`config.mk`:
```
export PLATFORM = sky130hd
export DESIGN_NAME = inst_mem_loader
export DESIGN_NICKNAME = d
export VERILOG_FILES = /design/src/rtl/inst_mem_loader.sv
export SDC_FILE = /design/constraint.sdc
export NUM_CORES = 1
export LEC_CHECK = 0
export CORE_ASPECT_RATIO = 0.75
export CORE_MARGIN = 5
export CORE_UTILIZATION = 59
export CTS_CLUSTER_SIZE = 40
export DETAILED_ROUTE_END_ITERATION = 8
export PLACE_DENSITY = 0.89
export SLEW_MARGIN = 20
export SYNTH_ARGS = -nofsm -noshare
export SYNTH_HDL_FRONTEND = slang
export SYNTH_SLANG_ARGS = --single-unit
```
`constraint.sdc`:
```
create_clock -name i_clk -period 4.25 [get_ports i_clk]
set_input_delay 0.6375 -clock i_clk [delete_from_list [all_inputs] [get_ports i_clk]]
set_output_delay 0.6375 -clock i_clk [all_outputs]
set_load 0.02 [all_outputs]
```
`src/rtl/inst_mem_loader.sv`:
```
// Instruction-memory loader: receives a framed, checksummed program image over a
// valid/ready byte stream and writes it little-endian into the byte-wide instruction RAM.
module inst_mem_loader #(
    parameter int unsigned ADDR_W    = 8,
    parameter int unsigned BASE_ADDR = 0,
    parameter int unsigned MAX_WORDS = 128
) (
    input  logic              i_clk,
    input  logic              i_rst,
    input  logic              i_start,
    input  logic [7:0]        i_in_data,
    input  logic              i_in_valid,
    output logic              o_in_ready,
    output logic              o_mem_we,
    output logic [ADDR_W-1:0] o_mem_addr,
    output logic [7:0]        o_mem_wdata,
    output logic              o_cpu_hold,
    output logic              o_done,
    output logic              o_err,
    output logic [1:0]        o_err_code
);

    localparam int unsigned DEPTH = 32'd1 << ADDR_W;
    // Holds the remaining data-byte count; 2N never exceeds DEPTH once the length is accepted.
    localparam int unsigned CNT_W = ADDR_W + 1;

    localparam logic [2:0] S_IDLE = 3'd0;
    localparam logic [2:0] S_LEN  = 3'd1;
    localparam logic [2:0] S_DATA = 3'd2;
    localparam logic [2:0] S_CSUM = 3'd3;
    localparam logic [2:0] S_DONE = 3'd4;
    localparam logic [2:0] S_ERR  = 3'd5;

    localparam logic [1:0] ERR_NONE = 2'b00;
    localparam logic [1:0] ERR_LEN  = 2'b01;
    localparam logic [1:0] ERR_CSUM = 2'b10;

    logic [2:0]        r_state;
    logic [7:0]        r_sum;
    logic [CNT_W-1:0]  r_left;
    logic [ADDR_W-1:0] r_waddr;
    logic              r_in_ready;
    logic              r_mem_we;
    logic [ADDR_W-1:0] r_mem_addr;
    logic [7:0]        r_mem_wdata;
    logic              r_cpu_hold;
    logic              r_done;
    logic              r_err;
    logic [1:0]        r_err_code;

    logic [2:0]        w_nxt_state;
    logic [7:0]        w_nxt_sum;
    logic [CNT_W-1:0]  w_nxt_left;
    logic [ADDR_W-1:0] w_nxt_waddr;
    logic [1:0]        w_nxt_err_code;
    logic              w_nxt_we;
    logic [ADDR_W-1:0] w_nxt_mem_addr;
    logic [7:0]        w_nxt_mem_wdata;

    logic              w_accept;
    logic [31:0]       w_len_ext;
    logic              w_len_bad;
    logic [7:0]        w_csum_total;

    assign w_accept     = i_in_valid && r_in_ready;
    assign w_len_ext    = 32'(i_in_data);
    assign w_len_bad    = (w_len_ext == 32'd0) || (w_len_ext > MAX_WORDS) ||
                          ((BASE_ADDR + (32'd2 * w_len_ext)) > DEPTH);
    assign w_csum_total = r_sum + i_in_data;

    // Next-state, running checksum, write address and write-port update.
    always_comb begin
        w_nxt_state     = r_state;
        w_nxt_sum       = r_sum;
        w_nxt_left      = r_left;
        w_nxt_waddr     = r_waddr;
        w_nxt_err_code  = r_err_code;
        w_nxt_we        = 1'b0;
        w_nxt_mem_addr  = r_mem_addr;
        w_nxt_mem_wdata = r_mem_wdata;
        case (r_state)
            S_IDLE, S_DONE, S_ERR: begin
                if (i_start) begin
                    w_nxt_state    = S_LEN;
                    w_nxt_err_code = ERR_NONE;
                end
            end
            S_LEN: begin
                if (w_accept) begin
                    w_nxt_sum   = i_in_data;
                    w_nxt_left  = CNT_W'({i_in_data, 1'b0});
                    w_nxt_waddr = ADDR_W'(BASE_ADDR);
                    if (w_len_bad) begin
                        w_nxt_state    = S_ERR;
                        w_nxt_err_code = ERR_LEN;
                    end else begin
                        w_nxt_state = S_DATA;
                    end
                end
            end
            S_DATA: begin
                if (w_accept) begin
                    w_nxt_sum       = w_csum_total;
                    w_nxt_left      = r_left - CNT_W'(1);
                    w_nxt_waddr     = r_waddr + ADDR_W'(1);
                    w_nxt_we        = 1'b1;
                    w_nxt_mem_addr  = r_waddr;
                    w_nxt_mem_wdata = i_in_data;
                    if (r_left == CNT_W'(1)) begin
                        w_nxt_state = S_CSUM;
                    end
                end
            end
            S_CSUM: begin
                if (w_accept) begin
                    if (w_csum_total == 8'd0) begin
                        w_nxt_state = S_DONE;
                    end else begin
                        w_nxt_state    = S_ERR;
                        w_nxt_err_code = ERR_CSUM;
                    end
                end
            end
            default: w_nxt_state = S_IDLE;
        endcase
    end

    // State and output registers; status outputs are decoded from the next state.
    always_ff @(posedge i_clk) begin
        if (i_rst) begin
            r_state     <= S_IDLE;
            r_sum       <= 8'd0;
            r_left      <= '0;
            r_waddr     <= '0;
            r_in_ready  <= 1'b0;
            r_mem_we    <= 1'b0;
            r_mem_addr  <= '0;
            r_mem_wdata <= 8'd0;
            r_cpu_hold  <= 1'b0;
            r_done      <= 1'b0;
            r_err       <= 1'b0;
            r_err_code  <= ERR_NONE;
        end else begin
            r_state     <= w_nxt_state;
            r_sum       <= w_nxt_sum;
            r_left      <= w_nxt_left;
            r_waddr     <= w_nxt_waddr;
            r_in_ready  <= (w_nxt_state == S_LEN) || (w_nxt_state == S_DATA) ||
                           (w_nxt_state == S_CSUM);
            r_mem_we    <= w_nxt_we;
            r_mem_addr  <= w_nxt_mem_addr;
            r_mem_wdata <= w_nxt_mem_wdata;
            r_cpu_hold  <= (w_nxt_state == S_LEN) || (w_nxt_state == S_DATA) ||
                           (w_nxt_state == S_CSUM) || (w_nxt_state == S_ERR);
            r_done      <= (w_nxt_state == S_DONE);
            r_err       <= (w_nxt_state == S_ERR);
            r_err_code  <= w_nxt_err_code;
        end
    end

    assign o_in_ready  = r_in_ready;
    assign o_mem_we    = r_mem_we;
    assign o_mem_addr  = r_mem_addr;
    assign o_mem_wdata = r_mem_wdata;
    assign o_cpu_hold  = r_cpu_hold;
    assign o_done      = r_done;
    assign o_err       = r_err;
    assign o_err_code  = r_err_code;

endmodule
```
==> flow_metrics.tcl, run 1 <==
# collected from the flow reports
set metrics [dict create \
    syn2layout_area_growth_pct 17.6 \
    pg_clk_mw 0.271 \
    grt_pass1_vias 2140 \
    period_used_share 0.772 \
    grt-busiest-layer "met2" \
    p_switching_mw 0.253 \
    postLayoutSetupSlackWorst_ns 0.968 \
    mux_area_frac 0.0122 \
    cts_hold_buf 0 \
    cap_violations 0 \
    clock_skew_ns 0.0111 \
    startpoint_type "primary input" \
    die_area_um2 5770 \
    pg_seq_mw 0.503 \
    clk_latency_ns 0.31 \
    whs_endpoint "o_mem_addr[1]$_SDFFE_PP0P_" \
    outcome "complete, no violations" \
    combPwrFrac 0.151 \
    ctsResizeCount 0 \
    min_path_cells 2 \
    async_flop_share 0 \
    grt_max_degree 33 \
    dp_hpwl_mm 4.24 \
    drt-initial-drc-count 193 \
    port_buffers 34 \
    drtAntennaViolNets 0 \
    crit_path_max_incr_delay_ns 0.55 \
    p_seq_frac 0.552 \
    path_cells "clkdlybuf4s50_1 -> ha_1 -> inv_1 -> fa_1 -> xnor2_1 -> or3b_1 -> or4_4 -> o311ai_4 -> o221a_2" \
    holdWs_ns 0.455 \
    layout_top_cells "62 x nand2_1, 51 x dfxtp_1, 42 x a21oi_1" \
    yosys.area_share.adder 0.0566 \
    final_cell_area_um2 3010 \
    critPathLaunch "i_in_data[0]" \
    r2r_end "o_err_code[0]$_SDFFE_PP0P_" \
    grt_pass1_wl_mm 10.1 \
]
### The metal 3 layer, run 1

Drawn at 6 px/um.
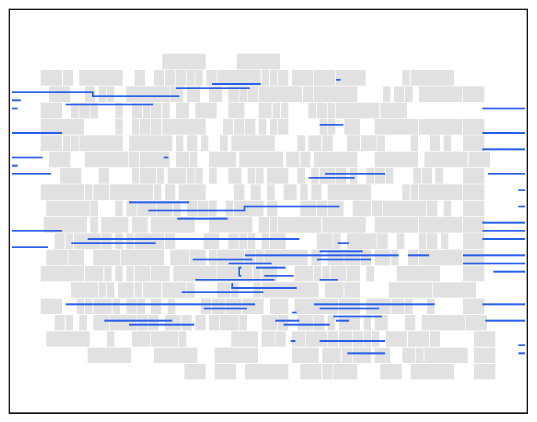
main direction: horizontal
longest straight run: 35.0 um
wire length on this layer: 546 um
nets with wire on the layer: 50
share of all routed wire: 8.9%

### Local utilization, run 1

Drawn at 4 px/um. 9 x 7 tiles, from dark blue (low) to red (high), 0 to 100% covered.
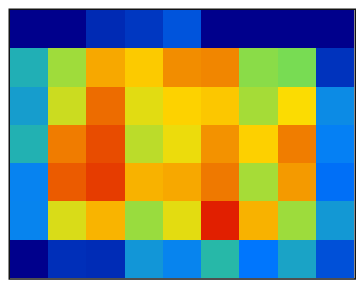
nearly empty tiles: 11%
densest ninth of the die: centre
emptiest ninth of the die: north-east

### Track usage over the die, run 1

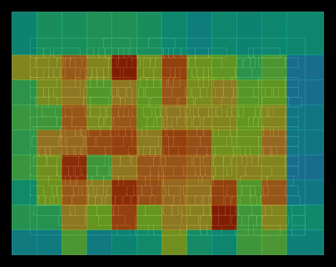
wire per inst: 14.9 um
Finished Core Util: 0.730
Total GRT Usage: 0.221

==> run 1 -> run 2 <==
--- a/config.mk
+++ b/config.mk
@@ -7,10 +7,10 @@
 export LEC_CHECK = 0
 export CORE_ASPECT_RATIO = 0.75
 export CORE_MARGIN = 5
-export CORE_UTILIZATION = 59
+export CORE_UTILIZATION = 54
 export CTS_CLUSTER_SIZE = 40
 export DETAILED_ROUTE_END_ITERATION = 8
-export PLACE_DENSITY = 0.89
+export PLACE_DENSITY = 0.83
 export SLEW_MARGIN = 20
 export SYNTH_ARGS = -nofsm -noshare
 export SYNTH_HDL_FRONTEND = slang
==> constraint.sdc (replaced) <==
create_clock -name i_clk -period 3.13 [get_ports i_clk]
set_input_delay 0.4695 -clock i_clk [delete_from_list [all_inputs] [get_ports i_clk]]
set_output_delay 0.4695 -clock i_clk [all_outputs]
set_load 0.02 [all_outputs]
### The metal 3 layer, run 2

Drawn at 6 px/um.
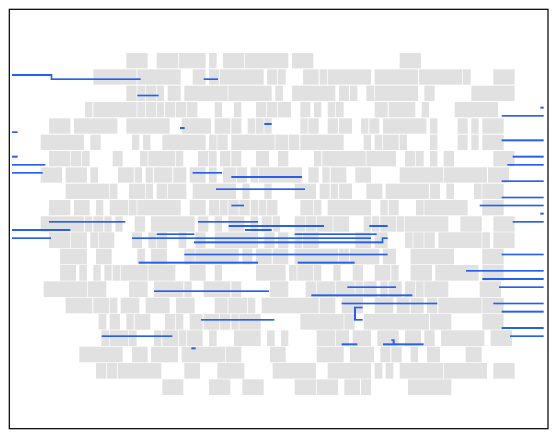
share of all routed wire: 8.1%
nets with wire on the layer: 48
wire length on this layer: 499 um
longest straight run: 39.6 um

==> run 2 against run 1 <==
  * First-iteration DRC count decreased by 1.6%
  * Setup slack got worse by 0.81 ns
  * Die area is 8.0% higher
  * Register-to-register slack worse by 1.1 ns
  * Count of clock-buffer cells in the layout stayed put
  * Sequential share of layout area fell by 1.2 points
  * Final cell count grew 3.4%
  * Largest cell class unchanged
  * Largest power group unchanged
==> flow_metrics.tcl, run 2 <==
# collected from the flow reports
set metrics [dict create \
    clkTransAtPathRegs_ns 0.09 \
    p_switching_mw 0.346 \
    async_flop_share 0 \
    wl_met3_um 498 \
    grt_pass1_wl_mm 10.7 \
    r2r_start "r_sum[0]$_SDFFE_PP0P_" \
    flop_cell "dfxtp_1" \
    gp_congestion 0.902 \
    wirelength_mm 6.15 \
    mux_area_frac 0.0122 \
    clkPwrFrac 0.343 \
    syn_inst 327 \
    power_mw 1.33 \
    synth.cellmix.simpleShare 0.250 \
    p_seq_frac 0.513 \
    use_met3 0.0641 \
    r2r_end "o_err_code[0]$_SDFFE_PP0P_" \
    ys_cells 327 \
    m1WireLength_mm 2.86 \
    critPathLaunch "i_in_data[0]" \
    vias_per_cell 5.80 \
    yosys_warnings 0 \
    crit_family "simple AND/OR/NAND/NOR gates" \
    grt_usage 0.212 \
    drt-initial-drc-count 190 \
    period_used_share 0.950 \
    seq_share 0.326 \
    dp_slack_ns -0.195 \
    peakVddDrop_uv 276 \
    clock_skew_ns 0.00537 \
    outcome "complete, no violations" \
    top_cells_by_count "62 x nand2_1, 51 x dfxtp_1, 42 x a21oi_1, 33 x nor2_1, 17 x o21ai_0" \
    final_cell_area_um2 3130 \
    slew_headroom 0.656 \
    pg_clk_mw 0.457 \
    whs_endpoint "o_mem_addr[3]$_SDFFE_PP0P_" \
    power.leakage_nw 1.16 \
    fin_util 0.692 \
    ys_types 51 \
    setup-violations-final 0 \
    syn2layout_area_growth_pct 22.1 \
    cp.depth 9 \
    final_common_cell "nand2_1" \
    top_register "r_left" \
    powerComb_mw 0.193 \
    inverters 11 \
    cts_hold_buf 0 \
    combPwrFrac 0.145 \
    final_cells 423 \
    clk_latency_ns 0.30 \
    dp_hpwl_mm 4.39 \
    buffers 49 \
    dr_total_vias 2453 \
    pg_seq_mw 0.684 \
    crit_type "primary input to register" \
    cts_tree "built" \
    grt-busiest-layer "met1" \
    ctsResizeCount 0 \
    register_area_um2 1020 \
    min_path_cells 2 \
    cts_setup_buffers 0 \
    aoi_share 0.219 \
    dpl.cell_count 415 \
    grt_max_degree 49 \
    design.seq.count 51 \
    yosys.area_share.adder 0.0566 \
    min_path_type "register to register" \
    path_cells "clkdlybuf4s50_1 -> ha_1 -> inv_1 -> fa_1 -> xnor2_1 -> or3b_1 -> or4_4 -> o311ai_4 -> o221a_2" \
    routedWlPerCell_um 14.5 \
    dominant-cell-class "multi-input combinational cells" \
    pwr_density_cell_nw_per_um2 426 \
    holdWs_ns 0.459 \
    wl_met2_mm 2.70 \
    drtAntennaViolNets 0 \
    layout_top_cells "62 x nand2_1, 51 x dfxtp_1, 42 x a21oi_1" \
    nonClkBufAreaFrac 0.145 \
    postLayoutSetupSlackWorst_ns 0.157 \
    crit_path_max_incr_delay_ns 0.54 \
    combGateArea_um2 1430 \
    final-clk-cell-share 0.0360 \
    cap_violations 0 \
    grt_pass1_vias 2279 \
    port_buffers 34 \
    startpoint_type "primary input" \
    fp.dieH_um 69.7 \
    path_buffers 2 \
    synth_seq_share 0.398 \
    die_area_um2 6240 \
]
### Local utilization, run 2

Drawn at 4 px/um. 9 x 7 tiles, from dark blue (low) to red (high), 0 to 100% covered.
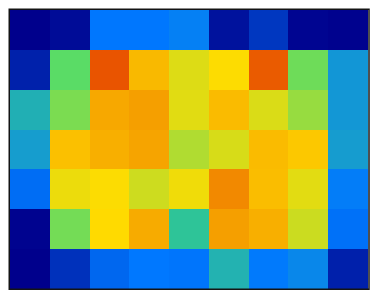
tiles over 75% full: 27%
densest ninth of the die: centre
fullest tile: 90%
mean over tiles: 49%
nearly empty tiles: 7.9%

Power and IR drop assume default switching activity.
